<file path="config.mk">
export PLATFORM = sky130hd
export DESIGN_NAME = boa_write_buffer_flat
export DESIGN_NICKNAME = d
export VERILOG_FILES = /design/src/rtl/boa_write_buffer_pkg.sv /design/src/rtl/boa_write_buffer_if.sv /design/src/rtl/boa_write_buffer_fifo.sv /design/src/rtl/boa_write_buffer.sv /design/src/flat_wrapper.sv
export SDC_FILE = /design/constraint.sdc
export NUM_CORES = 1
export LEC_CHECK = 0
export CAP_MARGIN = 20
export CORE_ASPECT_RATIO = 1.4
export CORE_MARGIN = 1
export CORE_UTILIZATION = 50
export DETAILED_ROUTE_END_ITERATION = 8
export PLACE_DENSITY = 0.79
export SLEW_MARGIN = 10
export SYNTH_ARGS = -nofsm -noshare
export SYNTH_HDL_FRONTEND = slang
export SYNTH_SLANG_ARGS = --single-unit
</file>
<file path="constraint.sdc">
create_clock -name clk -period 5 [get_ports clk]
set_input_delay 0.75 -clock clk [delete_from_list [all_inputs] [get_ports clk]]
set_output_delay 0.75 -clock clk [all_outputs]
set_load 0.01 [all_outputs]
</file>
<file path="src/rtl/boa_write_buffer_pkg.sv">
// Shared types for the boa write buffer: drain FSM state and the bus data width.
package boa_pkg;

   typedef enum logic {
      IDLE = 1'b0,
      LOCK = 1'b1
   } drain_state_e;

   localparam int unsigned BOA_DATA_W = 32;

endpackage

</file>
<file path="src/rtl/boa_write_buffer_if.sv">
// boa memory bus. A transfer completes in any cycle with ready=1 and (re or we!=0);
// read data follows on rdata one cycle later, and the master holds its signals while ready=0.
interface boa_mem_bus #(
   parameter int alen = 32
);
   import boa_pkg::*;

   logic                  re;
   logic [3:0]            we;
   logic [alen-1:2]       addr;
   logic [BOA_DATA_W-1:0] wdata;
   logic [BOA_DATA_W-1:0] rdata;
   logic                  ready;

   modport master (output re, we, addr, wdata, input rdata, ready);
   modport slave  (input re, we, addr, wdata, output rdata, ready);

endinterface

</file>
<file path="src/rtl/boa_write_buffer_fifo.sv">
// Circular store of posted writes with a parallel word-address hit compare over live entries.
module boa_wbuf_fifo
   import boa_pkg::*;
#(
   parameter int alen  = 32,
   parameter int depth = 4
) (
   input  logic                    clk,
   input  logic                    rst,
   input  logic                    push,
   input  logic [alen-1:2]         push_addr,
   input  logic [3:0]              push_we,
   input  logic [BOA_DATA_W-1:0]   push_wdata,
   input  logic                    pop,
   output logic [alen-1:2]         head_addr,
   output logic [3:0]              head_we,
   output logic [BOA_DATA_W-1:0]   head_wdata,
   output logic [$clog2(depth):0]  count,
   input  logic [alen-1:2]         hit_addr,
   output logic                    hit
);
   localparam int PW = $clog2(depth);

   typedef struct packed {
      logic [alen-1:2]       addr;
      logic [3:0]            we;
      logic [BOA_DATA_W-1:0] wdata;
   } entry_t;

   entry_t        mem_q [depth];
   entry_t        mem_d [depth];
   logic [PW-1:0] wr_ptr_q, wr_ptr_d;
   logic [PW-1:0] rd_ptr_q, rd_ptr_d;
   logic [PW:0]   count_q, count_d;
   logic [PW-1:0] off;

   always_comb begin
      mem_d    = mem_q;
      wr_ptr_d = wr_ptr_q;
      rd_ptr_d = rd_ptr_q;
      count_d  = count_q;
      if (push) begin
         mem_d[wr_ptr_q] = '{addr: push_addr, we: push_we, wdata: push_wdata};
         wr_ptr_d        = wr_ptr_q + PW'(1);
      end
      if (pop) begin
         rd_ptr_d = rd_ptr_q + PW'(1);
      end
      case ({push, pop})
         2'b10:   count_d = count_q + (PW + 1)'(1);
         2'b01:   count_d = count_q - (PW + 1)'(1);
         default: count_d = count_q;
      endcase
   end

   always_ff @(posedge clk) begin
      if (rst) begin
         wr_ptr_q <= '0;
         rd_ptr_q <= '0;
         count_q  <= '0;
      end else begin
         wr_ptr_q <= wr_ptr_d;
         rd_ptr_q <= rd_ptr_d;
         count_q  <= count_d;
      end
      mem_q <= mem_d;
   end

   // A slot is live when its distance from the head is below the occupancy.
   always_comb begin
      hit = 1'b0;
      off = '0;
      for (int i = 0; i < depth; i++) begin
         off = PW'(i) - rd_ptr_q;
         if (({1'b0, off} < count_q) && (mem_q[i].addr == hit_addr)) begin
            hit = 1'b1;
         end
      end
   end

   assign head_addr  = mem_q[rd_ptr_q].addr;
   assign head_we    = mem_q[rd_ptr_q].we;
   assign head_wdata = mem_q[rd_ptr_q].wdata;
   assign count      = count_q;

endmodule

</file>
<file path="src/rtl/boa_write_buffer.sv">
// Posted-write buffer between the cache's external port and memory: single-cycle write accept,
// in-order drain, reads forwarded ahead of the drain unless they hit a buffered word.
module boa_write_buffer
   import boa_pkg::*;
#(
   parameter int alen  = 32,
   parameter int depth = 4
) (
   input  logic       clk,
   input  logic       rst,
   input  logic       flush,
   output logic       empty,
   boa_mem_bus.slave  s_bus,
   boa_mem_bus.master m_bus
);
   logic [$clog2(depth):0] count;
   logic [alen-1:2]        head_addr;
   logic [3:0]             head_we;
   logic [BOA_DATA_W-1:0]  head_wdata;
   logic                   hit;
   logic                   wr_req, rd_req, full;
   logic                   read_fwd, drain_present, push, pop;
   drain_state_e           state_q, state_d;

   boa_wbuf_fifo #(.alen(alen), .depth(depth)) u_fifo (
      .clk        (clk),
      .rst        (rst),
      .push       (push),
      .push_addr  (s_bus.addr),
      .push_we    (s_bus.we),
      .push_wdata (s_bus.wdata),
      .pop        (pop),
      .head_addr  (head_addr),
      .head_we    (head_we),
      .head_wdata (head_wdata),
      .count      (count),
      .hit_addr   (s_bus.addr),
      .hit        (hit)
   );

   always_comb begin
      wr_req   = (s_bus.we != 4'h0);
      rd_req   = s_bus.re && !wr_req;
      full     = (count == ($clog2(depth) + 1)'(depth));
      // A read may only overtake the drain while nothing is locked onto the bus.
      read_fwd      = !rst && rd_req && !hit && !flush && (state_q == IDLE);
      drain_present = !rst && !read_fwd && ((state_q == LOCK) || (count != '0));
      push          = !rst && wr_req && !full;
      pop           = drain_present && m_bus.ready;

      m_bus.re    = 1'b0;
      m_bus.we    = 4'h0;
      m_bus.addr  = '0;
      m_bus.wdata = '0;
      if (read_fwd) begin
         m_bus.re   = 1'b1;
         m_bus.addr = s_bus.addr;
      end else if (drain_present) begin
         m_bus.we    = head_we;
         m_bus.addr  = head_addr;
         m_bus.wdata = head_wdata;
      end

      s_bus.ready = wr_req ? push : (read_fwd && m_bus.ready);

      state_d = state_q;
      case (state_q)
         IDLE:    if (drain_present && !m_bus.ready) state_d = LOCK;
         LOCK:    if (m_bus.ready) state_d = IDLE;
         default: state_d = IDLE;
      endcase
   end

   always_ff @(posedge clk) begin
      if (rst) begin
         state_q <= IDLE;
      end else begin
         state_q <= state_d;
      end
   end

   assign s_bus.rdata = m_bus.rdata;
   assign empty       = rst || ((count == '0) && (state_q == IDLE));

endmodule

</file>
<file path="src/flat_wrapper.sv">
// flat-port wrapper written by rule: the top's interface ports become plain ports
module boa_write_buffer_flat import boa_pkg::*;
#(
   parameter int alen  = 32,
   parameter int depth = 4
)
  (clk, rst, flush, empty, s_bus_re, s_bus_we, s_bus_addr, s_bus_wdata, s_bus_rdata, s_bus_ready, m_bus_re, m_bus_we, m_bus_addr, m_bus_wdata, m_bus_rdata, m_bus_ready);
  boa_mem_bus #(.alen(alen)) s_bus_i ();
  boa_mem_bus #(.alen(alen)) m_bus_i ();
  input  logic clk;
  input  logic rst;
  input  logic flush;
  output logic empty;
  input wire logic [$bits(s_bus_i.re)-1:0] s_bus_re;
  input wire logic [$bits(s_bus_i.we)-1:0] s_bus_we;
  input wire logic [$bits(s_bus_i.addr)-1:0] s_bus_addr;
  input wire logic [$bits(s_bus_i.wdata)-1:0] s_bus_wdata;
  output wire logic [$bits(s_bus_i.rdata)-1:0] s_bus_rdata;
  output wire logic [$bits(s_bus_i.ready)-1:0] s_bus_ready;
  output wire logic [$bits(m_bus_i.re)-1:0] m_bus_re;
  output wire logic [$bits(m_bus_i.we)-1:0] m_bus_we;
  output wire logic [$bits(m_bus_i.addr)-1:0] m_bus_addr;
  output wire logic [$bits(m_bus_i.wdata)-1:0] m_bus_wdata;
  input wire logic [$bits(m_bus_i.rdata)-1:0] m_bus_rdata;
  input wire logic [$bits(m_bus_i.ready)-1:0] m_bus_ready;
  assign s_bus_i.re = s_bus_re;
  assign s_bus_i.we = s_bus_we;
  assign s_bus_i.addr = s_bus_addr;
  assign s_bus_i.wdata = s_bus_wdata;
  assign s_bus_rdata = s_bus_i.rdata;
  assign s_bus_ready = s_bus_i.ready;
  assign m_bus_re = m_bus_i.re;
  assign m_bus_we = m_bus_i.we;
  assign m_bus_addr = m_bus_i.addr;
  assign m_bus_wdata = m_bus_i.wdata;
  assign m_bus_i.rdata = m_bus_rdata;
  assign m_bus_i.ready = m_bus_ready;
  boa_write_buffer #(.alen(alen), .depth(depth)) u_core (.clk(clk), .rst(rst), .flush(flush), .empty(empty), .s_bus(s_bus_i), .m_bus(m_bus_i));
endmodule
</file>
==> report_table.html <==
<p>Metrics extracted from the flow reports.</p>
<table>
<tr><th>Metric</th><th>Value</th></tr>
<tr><th colspan="2">Run status</th></tr>
<tr><td>Status</td><td>complete, no violations</td></tr>
<tr><th colspan="2">Floorplan</th></tr>
<tr><td>Core Util at FP</td><td>50.8%</td></tr>
<tr><td>I/O pin total</td><td>approximately 200</td></tr>
<tr><td>X dimension of the die</td><td>around 140 µm</td></tr>
<tr><td>Core area</td><td>24700 µm²</td></tr>
<tr><td>Chip area</td><td>25700 µm²</td></tr>
<tr><td>Die Span Y</td><td>between 150 and 200 µm</td></tr>
<tr><td>Row Count</td><td>~68</td></tr>
<tr><th colspan="2">Clock tree</th></tr>
<tr><td>Post-cts sizing count</td><td>0</td></tr>
<tr><td>TritonCTS clock tree</td><td>done</td></tr>
<tr><td>Number of buffers between clock root and the deepest sink</td><td>3</td></tr>
<tr><td>Clock input transition at the sequential cells of the worst setup and hold paths</td><td>roughly 0.060 ns</td></tr>
<tr><td>Worst skew pair latency</td><td>0.52 ns</td></tr>
<tr><td>Quantity of hold-fixing buffers added after cts</td><td>0</td></tr>
<tr><td>Number of buffers created by CTS</td><td>26</td></tr>
<tr><td>Root Driver</td><td>sky130_fd_sc_hd__clkbuf_16</td></tr>
<tr><td>Buffer count from post-CTS setup fixing</td><td>0</td></tr>
<tr><td># clock sinks</td><td>around 270</td></tr>
<tr><td>H-tree depth reported by CTS</td><td>1</td></tr>
<tr><th colspan="2">Timing</th></tr>
<tr><td>Fmax</td><td>roughly 210 MHz</td></tr>
<tr><td>Worst-case clock skew</td><td>0.0172 ns</td></tr>
<tr><td>Measured slew at the worst slew-check pin</td><td>~0.94 ns</td></tr>
<tr><td>Final min period</td><td>roughly 4.9 ns</td></tr>
<tr><td>Smallest hold slack</td><td>around 0.5 ns</td></tr>
<tr><td>Max-Slew Margin vs Limit</td><td>37.4%</td></tr>
<tr><td>Total count of hold-check failures in the final report</td><td>0</td></tr>
<tr><td>Final critical-path share of the clock period</td><td>97.1%</td></tr>
<tr><td>Setup_tns</td><td>0 ns</td></tr>
<tr><td>Unrepaired setup endpoints after global routing</td><td>false</td></tr>
<tr><td>Final Setup Violations</td><td>0</td></tr>
<tr><td>Max-slew violation count</td><td>0</td></tr>
<tr><th colspan="2">Drt</th></tr>
<tr><td>Post-Route M1 WL</td><td>10400 µm</td></tr>
<tr><td>Total Routed Length</td><td>between 20000 and 30000 µm</td></tr>
<tr><td>Detailed-route via count</td><td>6843</td></tr>
<tr><td>Total length of routed met3 wires</td><td>1570 µm</td></tr>
<tr><td>Post-route DRC</td><td>0</td></tr>
<tr><td>Detailed Routing Iterations Pass 1</td><td>5</td></tr>
<tr><td>Post-detailed-route count of antenna-violating nets</td><td>0</td></tr>
<tr><td>Vias per inst</td><td>5.64</td></tr>
<tr><td>Highest metal used</td><td>met4</td></tr>
<tr><td>Number of DRC markers after the initial detailed-route iteration</td><td>around 480</td></tr>
<tr><td>Routed length per placed instance</td><td>22.7 µm</td></tr>
<tr><td>Met2 wire len</td><td>around 15000 µm</td></tr>
<tr><th colspan="2">Yosys</th></tr>
<tr><td>Post-synth seq share</td><td>between 60 and 70%</td></tr>
<tr><td>Post-synth top flop</td><td>sky130_fd_sc_hd__edfxtp_1</td></tr>
<tr><td>Gate Count Post-Synth</td><td>roughly 780</td></tr>
<tr><td>Most frequent cell after synthesis</td><td>sky130_fd_sc_hd__edfxtp_1</td></tr>
<tr><td>Floorplan Nets</td><td>897</td></tr>
<tr><td>Commonest cells post-synth</td><td>sky130_fd_sc_hd__edfxtp_1, sky130_fd_sc_hd__xor2_1, sky130_fd_sc_hd__mux4_2</td></tr>
<tr><td>Cell count listed in synth_stat.txt</td><td>between 700 and 800</td></tr>
<tr><td>Cell types occupying the most area after synthesis</td><td>sky130_fd_sc_hd__edfxtp_1, sky130_fd_sc_hd__mux4_2, sky130_fd_sc_hd__xor2_1</td></tr>
<tr><td>Synthesis area per yosys</td><td>between 10000 and 15000 µm²</td></tr>
<tr><td>Flops out of synthesis</td><td>272</td></tr>
<tr><td>Share of async-settable or async-resettable flops after synthesis</td><td>0%</td></tr>
<tr><td>Post-synth EDFFs</td><td>between 200 and 300</td></tr>
<tr><td>Area share of the largest cell type after synthesis</td><td>a little over three fifths</td></tr>
<tr><td>Mapped cell area</td><td>roughly 13000 µm²</td></tr>
<tr><td>Library cell occupying the most area in the post-synthesis netlist</td><td>sky130_fd_sc_hd__edfxtp_1</td></tr>
<tr><td>Mean area per synthesized cell</td><td>16.0 µm²</td></tr>
<tr><td>Count of warnings emitted by yosys</td><td>0</td></tr>
<tr><td>Count of different cell masters after synthesis</td><td>36</td></tr>
<tr><th colspan="2">Flow run</th></tr>
<tr><td>MaxCap Viol Count</td><td>0</td></tr>
<tr><td>Total number of warnings across the stage logs</td><td>30</td></tr>
<tr><th colspan="2">Worst hold path</th></tr>
<tr><td>Number of cells on the worst hold path</td><td>2</td></tr>
<tr><td>Hold Crit Endpoint</td><td>u_core.state_q$_SDFF_PP0_</td></tr>
<tr><td>Min-delay src</td><td>u_core.state_q$_SDFF_PP0_</td></tr>
<tr><td>Classification of the worst-slack hold path</td><td>flip-flop to flip-flop</td></tr>
<tr><th colspan="2">GRT</th></tr>
<tr><td>Largest net degree at the start of global routing</td><td>51</td></tr>
<tr><td>Met3 global-route usage</td><td>3.59%</td></tr>
<tr><td>Number of antenna violations at the first check in global routing</td><td>0</td></tr>
<tr><td>Global-route wire length before repair</td><td>41600 µm</td></tr>
<tr><td>Number of global-route vias before repair</td><td>a little over 7000</td></tr>
<tr><td>Met1 GRT Util</td><td>between 20% and 30%</td></tr>
<tr><td>Remaining global-route overflow</td><td>0</td></tr>
<tr><td>Global-route usage over all layers</td><td>between 20 and 25%</td></tr>
<tr><td>GRT met2 Usage</td><td>38.6%</td></tr>
<tr><td>Most utilized layer in the global route result</td><td>met2</td></tr>
<tr><th colspan="2">Setup path</th></tr>
<tr><td>Slack of the worst reg-to-reg path</td><td>1.19 ns</td></tr>
<tr><td>Crit path required time</td><td>between 4 and 5 ns</td></tr>
<tr><td>Critical path capture point type</td><td>primary output</td></tr>
<tr><td>Worst path most repeated cell</td><td>sky130_fd_sc_hd__clkdlybuf4s50_1</td></tr>
<tr><td>R2R Path Start</td><td>u_core.u_fifo.rd_ptr_q[1]$_SDFFE_PP0P_</td></tr>
<tr><td>Slowest stage delay, CP</td><td>about 0.6 ns</td></tr>
<tr><td>Critical Path Slowest Stage Cell</td><td>sky130_fd_sc_hd__clkdlybuf4s50_1</td></tr>
<tr><td>Worst setup path category</td><td>input pin to primary output</td></tr>
<tr><td>Endpoint of the most critical register-to-register path</td><td>u_core.u_fifo.count[2]$_SDFFE_PP0P_</td></tr>
<tr><td>End of the critical path</td><td>m_bus_we[0]</td></tr>
<tr><td>Data arrival, critical path</td><td>roughly 4 ns</td></tr>
<tr><td>Nature of the critical path startpoint</td><td>input pin</td></tr>
<tr><td>Biggest fanout along the worst timing path</td><td>roughly 40</td></tr>
<tr><td>Logic depth of the worst register-to-register path</td><td>14</td></tr>
<tr><td>Crit path cell chain</td><td>clkdlybuf4s50_1 -&gt; xor2_1 -&gt; nor4_1 -&gt; nand4_1 -&gt; o311ai_1 -&gt; nor4_2 -&gt; or2_4 -&gt; nor2b_1 -&gt; clkdlybuf4s50_1</td></tr>
<tr><td>Crit path launch</td><td>s_bus_addr[16]</td></tr>
<tr><th colspan="2">Layout</th></tr>
<tr><td>Area Overhead vs Synth</td><td>18.2%</td></tr>
<tr><td>Count of fill cells added during filler insertion</td><td>1839</td></tr>
<tr><td>Fraction of layout cells with a size suffix above 1</td><td>between 10% and 20%</td></tr>
<tr><td>ANT cells</td><td>0</td></tr>
<tr><td>Area of all placed cells without fillers</td><td>14800 µm²</td></tr>
<tr><td>Final standard cell utilization of the core</td><td>roughly 60%</td></tr>
<tr><td>Final #Nets</td><td>approximately 1000</td></tr>
<tr><th colspan="2">Power and ir drop</th></tr>
<tr><td>Reported leakage power</td><td>between 4 and 5 nW</td></tr>
<tr><td>Max rail drop VDD</td><td>304 µV</td></tr>
<tr><td>Power Dens Cells</td><td>423 nW/µm²</td></tr>
<tr><td>Final Power</td><td>approximately 0.0063 W</td></tr>
<tr><th colspan="2">Placed design</th></tr>
<tr><td>Placement-stage cell area</td><td>around 14000 µm²</td></tr>
<tr><td>Post-detailed-placement half-perimeter wirelength</td><td>approximately 18000 µm</td></tr>
<tr><td>Global placement routability congestion</td><td>0.888</td></tr>
<tr><td>Count of input and output buffers</td><td>~140</td></tr>
</table>
==> flip-flops by register name (all words and copies together) (netlist names) <==
signal and count:
u_core.u_fifo.rd_ptr_q 2, u_core.u_fifo.mem_q 264, u_core.state_q 1, u_core.u_fifo.count 3
u_core.u_fifo.wr_ptr_q 2
==> power by group <==
group | switching [W] | leakage, nW | internal (W)
sequential | 0.000116 | 2.49 | 0.00281
clock | 0.000788 | 0.364 | 0.000969
combinational | 0.000797 | 1.89 | 0.000785
total | 0.00170 | 4.74 | 0.00457
==> cell usage in the layout, fill, tap and decap left out, drive strengths merged, types with 2 or more instances in the layout <==
cell type,count
and2,4
nor2,4
buf,26
nor3,3
xnor2,11
nor4,29
xor2,112
o31ai,2
a21oi,6
nor2b,36
inv,12
o311ai,3
o211ai,3
dfxtp,8
clkdlybuf4s50,139
nand2,34
nand3,7
ha,9
nand2b,31
clkbuf,30
edfxtp,264
mux4,66
clkinv,12
o21ai,33
nand4,6
==> logic make-up after synthesis <==
group           synth area share, %
flops                          64.5
simple gates                   7.01
xor+xnor                       8.59
buf+inv                        4.57
mux                            11.9
compound gates                 2.41
fa+ha+maj                      1.06
==> critical path: cells and delay by family <==
kind | cells | cell delay [ns]
XOR/XNOR | 1 | 0.25
AND-OR/OR-AND | 1 | 0.36
buffers and inverters | 2 | 1.18
AND/OR/NAND/NOR | 5 | 1.52
==> through the flow <==
stage,setup WS (ns),std cells
detailed placement,0.0590,1171
floorplan,1.03,784
global route,0.0103,1214
finish,0.146,1214
CTS,0.0793,1213
global placement,0.106,1171
==> layout make-up <==
type	instances	area, µm²	share of cell area (%)
inverter	12	45.0	0.304
timing repair buffer	166	1640	11.1
tap	315	394	2.66
clock buffer	29	683	4.61
sequential	272	8100	54.6
clock inverter	13	61.3	0.414
multi-input combinational	407	3900	26.3
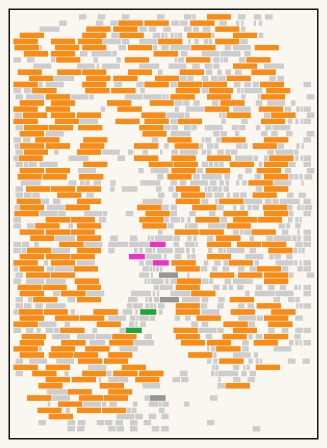
registers.png
Other sequential cells in the stronger grey, the rest of the logic in the fainter grey.
orange -> u_core.u_fifo.mem_q  # placed flops 264, where spread over the die
green -> u_core.u_fifo.wr_ptr_q  # placed flops 2
magenta -> u_core.u_fifo.count  # placed flops 3
not coloured = 3

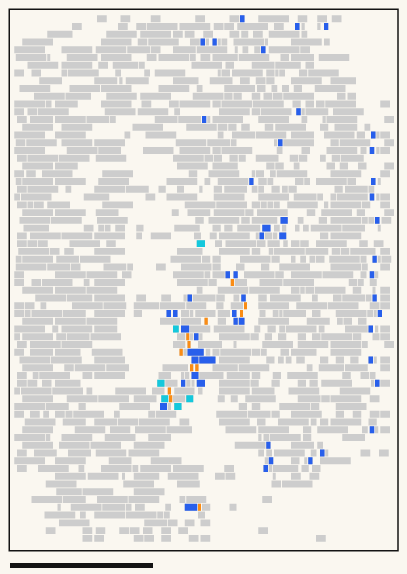
gate_families.png
Scale bar: 50 µm.
cyan -> AND and OR gates  # cells 6
blue -> inverting AOI/OAI gates  # cells 51
orange -> inverters  # cells 12

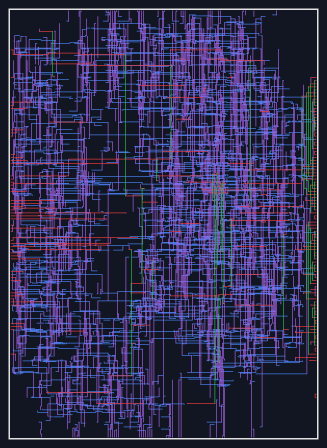
metal_stack.png
purple -> met2  # wire length 14500 µm
blue -> met1  # wire length 10400 µm
green -> met4  # wire length 1050 µm
red -> met3  # wire length 1570 µm

Power figures rest on the tool's default switching activity, not on a simulated workload.
